flops_by_reg.png
Bar = 50 um. Other sequential cells in the stronger gray, the rest of the logic in the fainter gray.
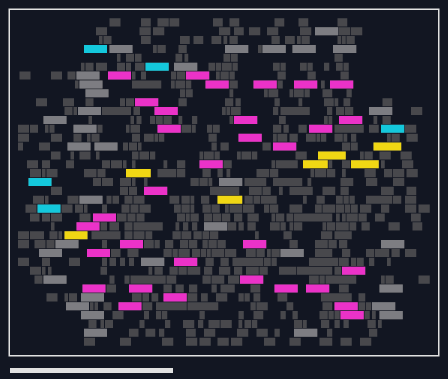
clocks.png
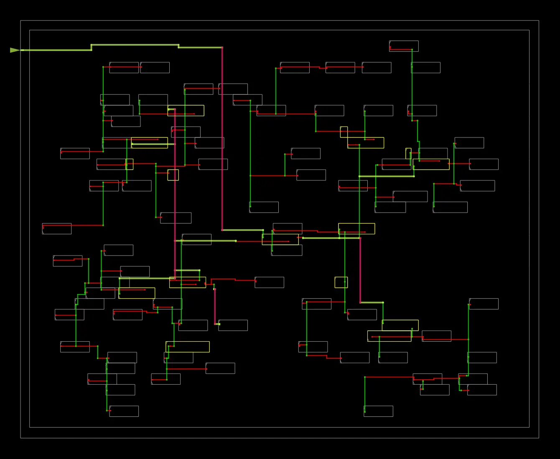
io_fan.png
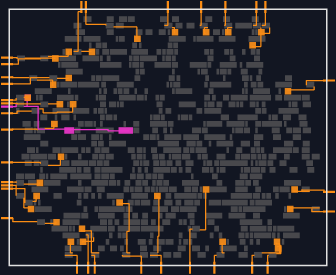
[src/rtl/mem_wb_stage_pkg.sv]
// Shared definitions for the MEM->WB stage: datapath widths, load-op codes,
// the registered control payload and the alignment rule for loads.
package mem_wb_stage_pkg;

   localparam int unsigned REG_DW = 32;
   localparam int unsigned REG_AW = 5;
   localparam int unsigned LDOP_W = 3;

   localparam logic [LDOP_W-1:0] LDOP_LB  = 3'b000;
   localparam logic [LDOP_W-1:0] LDOP_LBU = 3'b001;
   localparam logic [LDOP_W-1:0] LDOP_LH  = 3'b010;
   localparam logic [LDOP_W-1:0] LDOP_LHU = 3'b011;
   localparam logic [LDOP_W-1:0] LDOP_LW  = 3'b100;

   // Width-independent control carried from MEM into WB.
   typedef struct packed {
      logic              wreg;
      logic              load;
      logic [LDOP_W-1:0] ldop;
      logic [1:0]        addr_lo;
   } wb_ctrl_t;

   localparam wb_ctrl_t WB_CTRL_NOP = '0;

   // Halfword loads need an even address, word loads a word-aligned one.
   function automatic logic is_misaligned(input logic [LDOP_W-1:0] ldop,
                                          input logic [1:0]        addr_lo);
      logic mis;
      mis = 1'b0;
      if ((ldop == LDOP_LH) || (ldop == LDOP_LHU)) mis = addr_lo[0];
      else if (ldop == LDOP_LW)                    mis = (addr_lo != 2'b00);
      return mis;
   endfunction

endpackage

[src/rtl/mem_wb_stage_if.sv]
// MEM->WB bus: MEM-side results, RAM read data and the GPR write port.
// HI/LO signals exist only when MEMWB_HILO_EN is defined.
interface mem_wb_stage_if #(
   parameter int unsigned DW = 32,
   parameter int unsigned AW = 5
);
   logic          mem_wreg_i;
   logic [AW-1:0] mem_wd_i;
   logic [DW-1:0] mem_wdata_i;
   logic          mem_load_i;
   logic [2:0]    mem_ldop_i;
   logic [1:0]    mem_addr_lo_i;
   logic [DW-1:0] ram_rdata_i;

   logic          wb_wreg_o;
   logic [AW-1:0] wb_wd_o;
   logic [DW-1:0] wb_wdata_o;
   logic          wb_misalign_o;

`ifdef MEMWB_HILO_EN
   logic          mem_whilo_i;
   logic [DW-1:0] mem_hi_i;
   logic [DW-1:0] mem_lo_i;
   logic          wb_whilo_o;
   logic [DW-1:0] wb_hi_o;
   logic [DW-1:0] wb_lo_o;
`endif

   modport master (
      output mem_wreg_i, mem_wd_i, mem_wdata_i, mem_load_i, mem_ldop_i, mem_addr_lo_i,
      output ram_rdata_i,
`ifdef MEMWB_HILO_EN
      output mem_whilo_i, mem_hi_i, mem_lo_i,
      input  wb_whilo_o, wb_hi_o, wb_lo_o,
`endif
      input  wb_wreg_o, wb_wd_o, wb_wdata_o, wb_misalign_o
   );

   modport slave (
      input  mem_wreg_i, mem_wd_i, mem_wdata_i, mem_load_i, mem_ldop_i, mem_addr_lo_i,
      input  ram_rdata_i,
`ifdef MEMWB_HILO_EN
      input  mem_whilo_i, mem_hi_i, mem_lo_i,
      output wb_whilo_o, wb_hi_o, wb_lo_o,
`endif
      output wb_wreg_o, wb_wd_o, wb_wdata_o, wb_misalign_o
   );

endinterface

[src/rtl/mem_wb_stage_load_align.sv]
// Combinational load formatter: picks the addressed byte/halfword out of the
// little-endian RAM word and sign/zero-extends it; flags misalignment.
module mem_wb_stage_load_align
   import mem_wb_stage_pkg::*;
#(
   parameter int unsigned DW = REG_DW
) (
   input  logic [LDOP_W-1:0] ldop,
   input  logic [1:0]        addr_lo,
   input  logic [DW-1:0]     rdata,
   output logic [DW-1:0]     data,
   output logic              misalign,
   output logic              op_ok
);

   logic [7:0]  byte_sel;
   logic [15:0] half_sel;

   always_comb begin
      byte_sel = rdata[{addr_lo, 3'b000} +: 8];
      half_sel = rdata[{addr_lo[1], 4'b0000} +: 16];
      data     = '0;
      op_ok    = 1'b1;
      misalign = is_misaligned(ldop, addr_lo);
      case (ldop)
         LDOP_LB:  data = {{(DW-8){byte_sel[7]}}, byte_sel};
         LDOP_LBU: data = {{(DW-8){1'b0}}, byte_sel};
         LDOP_LH:  data = {{(DW-16){half_sel[15]}}, half_sel};
         LDOP_LHU: data = {{(DW-16){1'b0}}, half_sel};
         LDOP_LW:  data = rdata;
         default:  op_ok = 1'b0;
      endcase
   end

endmodule

[src/rtl/mem_wb_stage.sv]
// MEM->WB pipeline register and GPR write-back formatter.
// Optional HI/LO forwarding path enabled by defining MEMWB_HILO_EN.
module mem_wb_stage
   import mem_wb_stage_pkg::*;
#(
   parameter int unsigned DW = REG_DW,
   parameter int unsigned AW = REG_AW
) (
   input  logic           clk,
   input  logic           rst,
   input  logic           stall_i,
   input  logic           bubble_i,
   input  logic           flush_i,
   mem_wb_stage_if.slave  bus
);

   wb_ctrl_t      ctrl_q;
   logic [AW-1:0] wd_q;
   logic [DW-1:0] wdata_q;
   logic [DW-1:0] hold_data_q;
   logic          hold_valid_q;

   logic [DW-1:0] align_data;
   logic [DW-1:0] load_word;
   logic          align_mis;
   logic          align_ok;

   // Priority: rst > flush > stall > bubble > advance.
   always_ff @(posedge clk) begin
      if (rst || flush_i) begin
         ctrl_q       <= WB_CTRL_NOP;
         wd_q         <= '0;
         wdata_q      <= '0;
         hold_data_q  <= '0;
         hold_valid_q <= 1'b0;
      end else if (stall_i) begin
         // RAM output may move during a stall; freeze the first extracted word.
         if (ctrl_q.load && !hold_valid_q) begin
            hold_data_q  <= align_data;
            hold_valid_q <= 1'b1;
         end
      end else if (bubble_i) begin
         ctrl_q       <= WB_CTRL_NOP;
         wd_q         <= '0;
         wdata_q      <= '0;
         hold_data_q  <= '0;
         hold_valid_q <= 1'b0;
      end else begin
         ctrl_q.wreg    <= bus.mem_wreg_i;
         ctrl_q.load    <= bus.mem_load_i;
         ctrl_q.ldop    <= bus.mem_ldop_i;
         ctrl_q.addr_lo <= bus.mem_addr_lo_i;
         wd_q           <= bus.mem_wd_i;
         wdata_q        <= bus.mem_wdata_i;
         hold_valid_q   <= 1'b0;
      end
   end

   mem_wb_stage_load_align #(.DW(DW)) u_load_align (
      .ldop     (ctrl_q.ldop),
      .addr_lo  (ctrl_q.addr_lo),
      .rdata    (bus.ram_rdata_i),
      .data     (align_data),
      .misalign (align_mis),
      .op_ok    (align_ok)
   );

   // GPR write port: depends only on registered state and RAM read data.
   always_comb begin
      load_word         = hold_valid_q ? hold_data_q : align_data;
      bus.wb_wd_o       = wd_q;
      bus.wb_misalign_o = ctrl_q.load & align_mis;
      bus.wb_wdata_o    = wdata_q;
      bus.wb_wreg_o     = ctrl_q.wreg;
      if (ctrl_q.load) begin
         bus.wb_wdata_o = load_word;
         bus.wb_wreg_o  = ctrl_q.wreg & align_ok & ~align_mis;
      end
   end

`ifdef MEMWB_HILO_EN
   logic          whilo_q;
   logic [DW-1:0] hi_q;
   logic [DW-1:0] lo_q;

   always_ff @(posedge clk) begin
      if (rst || flush_i) begin
         whilo_q <= 1'b0;
         hi_q    <= '0;
         lo_q    <= '0;
      end else if (stall_i) begin
         whilo_q <= whilo_q;
      end else if (bubble_i) begin
         whilo_q <= 1'b0;
         hi_q    <= '0;
         lo_q    <= '0;
      end else begin
         whilo_q <= bus.mem_whilo_i;
         hi_q    <= bus.mem_hi_i;
         lo_q    <= bus.mem_lo_i;
      end
   end

   assign bus.wb_whilo_o = whilo_q;
   assign bus.wb_hi_o    = hi_q;
   assign bus.wb_lo_o    = lo_q;
`endif

endmodule

[src/flat_wrapper.sv]
// flat-port wrapper written by rule: the top's interface ports become plain ports
module mem_wb_stage_flat import mem_wb_stage_pkg::*;
#(
   parameter int unsigned DW = REG_DW,
   parameter int unsigned AW = REG_AW
)
  (clk, rst, stall_i, bubble_i, flush_i, bus_mem_wreg_i, bus_mem_wd_i, bus_mem_wdata_i, bus_mem_load_i, bus_mem_ldop_i, bus_mem_addr_lo_i, bus_ram_rdata_i, bus_wb_wreg_o, bus_wb_wd_o, bus_wb_wdata_o, bus_wb_misalign_o);
  mem_wb_stage_if #(.DW(DW), .AW(AW)) bus_i ();
  input  logic clk;
  input  logic rst;
  input  logic stall_i;
  input  logic bubble_i;
  input  logic flush_i;
  input wire logic [$bits(bus_i.mem_wreg_i)-1:0] bus_mem_wreg_i;
  input wire logic [$bits(bus_i.mem_wd_i)-1:0] bus_mem_wd_i;
  input wire logic [$bits(bus_i.mem_wdata_i)-1:0] bus_mem_wdata_i;
  input wire logic [$bits(bus_i.mem_load_i)-1:0] bus_mem_load_i;
  input wire logic [$bits(bus_i.mem_ldop_i)-1:0] bus_mem_ldop_i;
  input wire logic [$bits(bus_i.mem_addr_lo_i)-1:0] bus_mem_addr_lo_i;
  input wire logic [$bits(bus_i.ram_rdata_i)-1:0] bus_ram_rdata_i;
  output wire logic [$bits(bus_i.wb_wreg_o)-1:0] bus_wb_wreg_o;
  output wire logic [$bits(bus_i.wb_wd_o)-1:0] bus_wb_wd_o;
  output wire logic [$bits(bus_i.wb_wdata_o)-1:0] bus_wb_wdata_o;
  output wire logic [$bits(bus_i.wb_misalign_o)-1:0] bus_wb_misalign_o;
  assign bus_i.mem_wreg_i = bus_mem_wreg_i;
  assign bus_i.mem_wd_i = bus_mem_wd_i;
  assign bus_i.mem_wdata_i = bus_mem_wdata_i;
  assign bus_i.mem_load_i = bus_mem_load_i;
  assign bus_i.mem_ldop_i = bus_mem_ldop_i;
  assign bus_i.mem_addr_lo_i = bus_mem_addr_lo_i;
  assign bus_i.ram_rdata_i = bus_ram_rdata_i;
  assign bus_wb_wreg_o = bus_i.wb_wreg_o;
  assign bus_wb_wd_o = bus_i.wb_wd_o;
  assign bus_wb_wdata_o = bus_i.wb_wdata_o;
  assign bus_wb_misalign_o = bus_i.wb_misalign_o;
  mem_wb_stage #(.DW(DW), .AW(AW)) u_core (.clk(clk), .rst(rst), .stall_i(stall_i), .bubble_i(bubble_i), .flush_i(flush_i), .bus(bus_i));
endmodule
[config.mk]
export PLATFORM = sky130hd
export DESIGN_NAME = mem_wb_stage_flat
export DESIGN_NICKNAME = d
export VERILOG_FILES = /design/src/rtl/mem_wb_stage_pkg.sv /design/src/rtl/mem_wb_stage_if.sv /design/src/rtl/mem_wb_stage_load_align.sv /design/src/rtl/mem_wb_stage.sv /design/src/flat_wrapper.sv
export SDC_FILE = /design/constraint.sdc
export NUM_CORES = 1
export LEC_CHECK = 0
export CORE_ASPECT_RATIO = 0.8
export CORE_MARGIN = 2
export CORE_UTILIZATION = 30
export DETAILED_ROUTE_END_ITERATION = 10
export HOLD_SLACK_MARGIN = 0.06
export PLACE_DENSITY_LB_ADDON = 0.08
export RECOVER_POWER = 100
export SYNTH_ARGS = -nofsm -noshare
export SYNTH_HDL_FRONTEND = slang
export SYNTH_SLANG_ARGS = --single-unit
[constraint.sdc]
create_clock -name clk -period 2.7 [get_ports clk]
set_clock_uncertainty 0.15 [all_clocks]
set_input_delay 0.405 -clock clk [delete_from_list [all_inputs] [get_ports clk]]
set_output_delay 0.405 -clock clk [all_outputs]
set_load 0.01 [all_outputs]
==> run_results.csv <==
group,metric,value,unit
run_status,outcome,"finished with violations",
run_status,failed_checks,"setup timing",
drt,vias,4372,
sta,slew_headroom,6.528,%
global_routing,grt_pass1_wl,23920,um
cells_and_area,regArea,1556,um2
sta,fin_crit,2.725,ns
cells_and_area,sh_comb_area,36.12,%
sta,hold_viol,0,
setup_path,path_class,"reg -> out",
sta,tns,-0.06482,ns
global_routing,use_met2,32.59,%
synthesis,syn_inst,461,
cells_and_area,inverters,2,
setup_path,path_delay_family,"multiplexers",
drt,drtPass1Iterations,6,
cells_and_area,largest_class,"combinational gates",
sta,setup_slack,-0.02548,ns
setup_path,cp-startpoint,"u_core.ctrl_q[1]",
sta,setup_viol,5,
power_and_ir_drop,irDropWorstVdd,310.7,uV
global_routing,grt.busiest_layer,"met2",
About flops_by_reg.png:
netlist name	color	placed flops
`u_core.bus.wb_wd_o`	cyan	5
`u_core.hold_data_q`	magenta	32
`u_core.ctrl_q`	yellow	7
not colored	33

About clocks.png:
Clk. pwr: 0.00131 W
CTS Buf Count: 9

About io_fan.png:
port	color	bits	direction	end cells	buffers	wire
`bus_mem_wdata_i`	orange	32	input	32	32	599 um
`bubble_i`	magenta	1	input	3	1	60.9 um

==> flip-flops by register name, indices dropped and copies added (netlist names) <==
name                 count
u_core.hold_data_q      32
u_core.ctrl_q            7
u_core.hold_valid_q      1
u_core.bus.wb_wd_o       5
u_core.wdata_q          32
==> stage by stage <==
stage	setup slack (ns)	instance area, um2	utilization, %
6_report	-0.02548	6115	48.03
3_3_place_gp	-0.4391	5464	42.92
3_5_place_dp	-0.4874	5464	42.92
4_1_cts	-0.1218	6110	47.99
2_1_floorplan	0.5685	3885	-
5_1_grt	-0.1027	6115	48.03
==> cell families after synthesis <==
logic type      after synthesis
compound gates              181
buf+inv                      52
flops                        77
mux                          10
simple gates                141
==> timing repair <==
item                       CTS  global route
cloned                       2             0
setup endpoints to repair   33            16
resized                     81            12
setup buffers               35             0
pin swaps                    7             6
No activity file was given, so power comes from the tool's default toggle rates.
